`src/rtl/span_scheduler.sv`:
```
// Span command FIFO and req_2/ack_2 issue sequencer feeding the z-buffered span fill engine.
// The current span's endpoints and colour are held in output registers for the whole fill.
module span_scheduler #(
    parameter int DEPTH = 8,
    parameter int CNT_W = 4
) (
    input  logic             clk,
    input  logic             rst,
    input  logic             in_valid,
    output logic             in_ready,
    input  logic [23:0]      in_a,
    input  logic [23:0]      in_b,
    input  logic [23:0]      in_rgb,
    output logic             req_2,
    input  logic             ack_2,
    output logic [23:0]      point_out_a,
    output logic [23:0]      point_out_b,
    output logic [23:0]      rgb,
    output logic [CNT_W-1:0] count,
    output logic             span_done,
    output logic             idle
);
    localparam int PTR_W = $clog2(DEPTH);

    typedef enum logic [1:0] {IDLE, REQ, RUN} state_t;

    state_t           state_q, state_d;
    logic [PTR_W-1:0] wr_ptr_q, wr_ptr_d;
    logic [PTR_W-1:0] rd_ptr_q, rd_ptr_d;
    logic [CNT_W-1:0] count_q, count_d;
    logic [71:0]      mem_q [DEPTH];
    logic [71:0]      mem_d [DEPTH];
    logic             req_q, req_d;
    logic             done_q, done_d;
    logic [23:0]      pa_q, pa_d;
    logic [23:0]      pb_q, pb_d;
    logic [23:0]      rgb_q, rgb_d;
    logic             push, pop;

    // Full check deliberately ignores a same-cycle pop to keep in_ready off the FSM path.
    assign in_ready = rst && (count_q != CNT_W'(DEPTH));
    assign push     = in_valid && in_ready;

    always_comb begin
        state_d = state_q;
        req_d   = req_q;
        done_d  = 1'b0;
        pa_d    = pa_q;
        pb_d    = pb_q;
        rgb_d   = rgb_q;
        pop     = 1'b0;
        case (state_q)
            IDLE: begin
                // A stale ack_2 from an engine still coming out of reset blocks the load.
                if (count_q != '0 && !ack_2) begin
                    pa_d    = mem_q[rd_ptr_q][71:48];
                    pb_d    = mem_q[rd_ptr_q][47:24];
                    rgb_d   = mem_q[rd_ptr_q][23:0];
                    pop     = 1'b1;
                    req_d   = 1'b1;
                    state_d = REQ;
                end
            end
            REQ: begin
                // Dropping req_2 on the first ack keeps the engine from re-firing the span.
                if (ack_2) begin
                    req_d   = 1'b0;
                    state_d = RUN;
                end
            end
            RUN: begin
                if (!ack_2) begin
                    done_d  = 1'b1;
                    state_d = IDLE;
                end
            end
            default: state_d = IDLE;
        endcase
    end

    always_comb begin
        mem_d    = mem_q;
        wr_ptr_d = wr_ptr_q;
        rd_ptr_d = rd_ptr_q;
        count_d  = count_q;
        if (push) begin
            mem_d[wr_ptr_q] = {in_a, in_b, in_rgb};
            wr_ptr_d        = wr_ptr_q + PTR_W'(1);
        end
        if (pop) begin
            rd_ptr_d = rd_ptr_q + PTR_W'(1);
        end
        case ({push, pop})
            2'b10:   count_d = count_q + CNT_W'(1);
            2'b01:   count_d = count_q - CNT_W'(1);
            default: count_d = count_q;
        endcase
    end

    always_ff @(posedge clk) begin
        if (!rst) begin
            state_q  <= IDLE;
            wr_ptr_q <= '0;
            rd_ptr_q <= '0;
            count_q  <= '0;
            req_q    <= 1'b0;
            done_q   <= 1'b0;
            pa_q     <= '0;
            pb_q     <= '0;
            rgb_q    <= '0;
        end else begin
            state_q  <= state_d;
            wr_ptr_q <= wr_ptr_d;
            rd_ptr_q <= rd_ptr_d;
            count_q  <= count_d;
            req_q    <= req_d;
            done_q   <= done_d;
            pa_q     <= pa_d;
            pb_q     <= pb_d;
            rgb_q    <= rgb_d;
        end
    end

    always_ff @(posedge clk) begin
        mem_q <= mem_d;
    end

    assign req_2       = req_q;
    assign span_done   = done_q;
    assign point_out_a = pa_q;
    assign point_out_b = pb_q;
    assign rgb         = rgb_q;
    assign count       = count_q;
    assign idle        = (count_q == '0) && (state_q == IDLE) && !ack_2;

endmodule

```
`config.mk`:
```
export PLATFORM = sky130hd
export DESIGN_NAME = span_scheduler
export DESIGN_NICKNAME = d
export VERILOG_FILES = /design/src/rtl/span_scheduler.sv
export SDC_FILE = /design/constraint.sdc
export NUM_CORES = 1
export LEC_CHECK = 0
export ABC_CLOCK_PERIOD_IN_PS = 8800
export CORE_ASPECT_RATIO = 1.75
export CORE_MARGIN = 1
export CORE_UTILIZATION = 45
export DETAILED_ROUTE_END_ITERATION = 16
export MAX_ROUTING_LAYER = met4
export SETUP_SLACK_MARGIN = 0.4
export SYNTH_ARGS = -nofsm -noshare
export SYNTH_HDL_FRONTEND = slang
export SYNTH_SLANG_ARGS = --single-unit
```
`constraint.sdc`:
```
create_clock -name clk -period 8.8 [get_ports clk]
set_clock_uncertainty 0.1 [all_clocks]
set_input_delay 2.2 -clock clk [delete_from_list [all_inputs] [get_ports clk]]
set_output_delay 2.2 -clock clk [all_outputs]
set_load 0.01 [all_outputs]
```
==> flow_metrics.env <==
# yosys + openroad results
export IMPL_hp_start="rgb[0]$_SDFFE_PN0P_"
export IMPL_fmax_ghz=0.160
export IMPL_pre_cts_ws_ns=2.54
export IMPL_fp_util=0.455
export IMPL_yosys_cells=1163
export IMPL_max_stage_delay_ns=0.56
export IMPL_setup_violations_final=0
export IMPL_path_buffers=2
export IMPL_critPathKind="input pin to output pin"
export IMPL_rr_worst_depth=5
export IMPL_synth_compound_area_share=0.0370
export IMPL_syn_area_sq_mm=0.0242
export IMPL_dieWidth_microns=177
export IMPL_most_common_cell="edfxtp_1"
export IMPL_worst_path_max_fanout=5
export IMPL_holdWs_ns=0.397
export IMPL_hold_path_endpoint="rgb[0]$_SDFFE_PN0P_"
export IMPL_yosysTopAreaCell="edfxtp_1"
export IMPL_cp_required_ns=6.50
export IMPL_ys_sh_simple=0.0212
export IMPL_overflow=0
export IMPL_post_drt_wl_per_cell_microns=25.0
export IMPL_drv_slew=0
export IMPL_cts_root_buf="clkbuf_16"
export IMPL_edf_count=576
export IMPL_areaGrowthSynthToFinish_pct=17.2
export IMPL_synthTopLogicFamily="multiplexers"
export IMPL_status="completed"
export IMPL_clk_pin_slew_ns=0.06
export IMPL_r2r_end="mem_q[380]$_DFFE_PP_"
export IMPL_synth_cell_type_count=35
export IMPL_lay_top_cells="edfxtp_1, clkdlybuf4s50_1, mux4_2"
export IMPL_cts_htree_levels=2
export IMPL_place_congestion=0.706
export IMPL_ys_chip_area_sq_mm=0.0242
export IMPL_io_buffers=155
export IMPL_drv_cap=0
export IMPL_final_common_cell="edfxtp_1"
export IMPL_grt_usage=0.200
export IMPL_timing_final_crit_share=0.712
export IMPL_cts_tree="built"
export IMPL_syn_nets=1244
export IMPL_chipArea_sq_mm=0.0548
export IMPL_setup_tns_ns=0
export IMPL_rsz0062_at_grt="no"
export IMPL_cp_cell_sequence="clkdlybuf4s50_1, nor3_1, nor2b_1, clkdlybuf4s50_1"
export IMPL_finalNetCount=1414
export IMPL_synth_xor_area_share=0.00217
export IMPL_cts_setup_buffers=0
export IMPL_synthArstFlopShare=0
export IMPL_power_per_cell_area_mw_per_mm2=269
export IMPL_flop_cell="edfxtp_1"
## area by class of cell
type                            count  area (sq um)  area share
Tap cell                          684           856      0.0301
Timing Repair Buffer              178          1730      0.0610
Clock inverter                     31           283     0.00995
Sequential cell                   662         19000       0.670
Multi-Input combinational cell    430          4850       0.171
Clock buffer                       76          1630      0.0574
Inverter                            4          15.0    0.000528
Antenna cell                        6          15.0    0.000528
## worst max-delay path by stage
| stage | start | endpoint | slack [ns] | cells after the start |
|---|---|---|---|---|
| 2_1_floorplan | rst | mem_q[504]$_DFFE_PP_ | 0.49 | 3 |
| 3_3_place_gp | ack_2 | idle | 2.56 | 4 |
| 3_5_place_dp | ack_2 | idle | 2.54 | 4 |
| 4_1_cts | ack_2 | idle | 2.53 | 4 |
| 5_1_grt | ack_2 | idle | 2.40 | 4 |
| 6_report | ack_2 | idle | 2.54 | 4 |
## routing by layer
| layer | vias to the layer above | wire length [microns] | global-route usage |
|---|---|---|---|
| met3 | 75 | 2330 | 0.0301 |
| met1 | 6242 | 21700 | 0.255 |
| met5 | - | 0 | - |
| li1 | 5117 | - | - |
| met4 | 0 | 934 | 0.0586 |
| met2 | 277 | 26800 | 0.333 |
## where the power goes
group          leakage (nW)  total, mW  internal [mW]  switching, mW
Clock                 0.951       2.55           1.45           1.11
Sequential             5.91       3.80           3.63          0.169
Combinational          2.04       1.30          0.646          0.650
## metrics by stage
stage	util	instance area, sq um	total power [mW]
floorplan	-	24200	4.60
global placement	0.497	26500	5.17
detailed placement	0.497	26500	5.19
CTS	0.533	28400	7.73
global route	0.534	28400	7.96
finish	0.534	28400	7.65
## tightest hold or removal path, stage by stage, from the launching register on
cell and delay (ns):
dfxtp_1 0.33, o21ai_1 0.07, nor2_1 0.07
### M1 wires

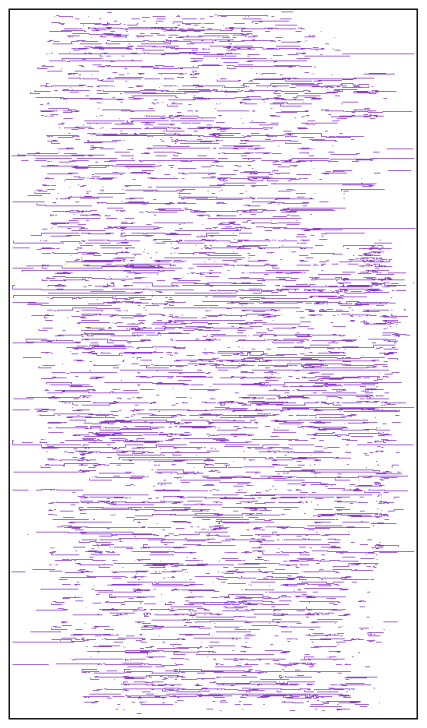
nets with wire on the layer: 1317
longest straight run: 75.4 microns
wire length on this layer: 21.7 mm
share of all routed wire: 42%
main direction: horizontal
final wirelength: 51.7 mm
via count: 11700

### Placed standard cells

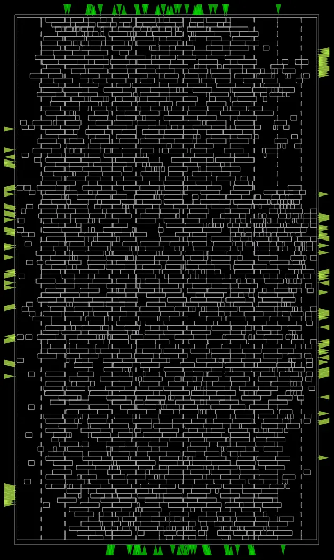
Finished Layout Cells: 2071
Rows: 112
fraction of area in registers: 0.670
Fill cells: 4241

### Where the registers sit

Other sequential cells in the stronger gray, the rest of the logic in the fainter gray.
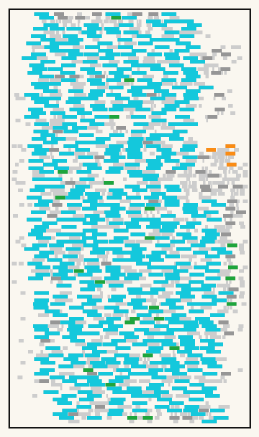
| signal | color | placed flops |
|---|---|---|
| point_out_a | green | 24 |
| count | orange | 4 |
| mem_q | cyan | 576 |
final core occ: 0.534
seq pwr: 3.80 mW
Storage cell area: 0.0190 sq mm

Power and IR drop assume default switching activity.
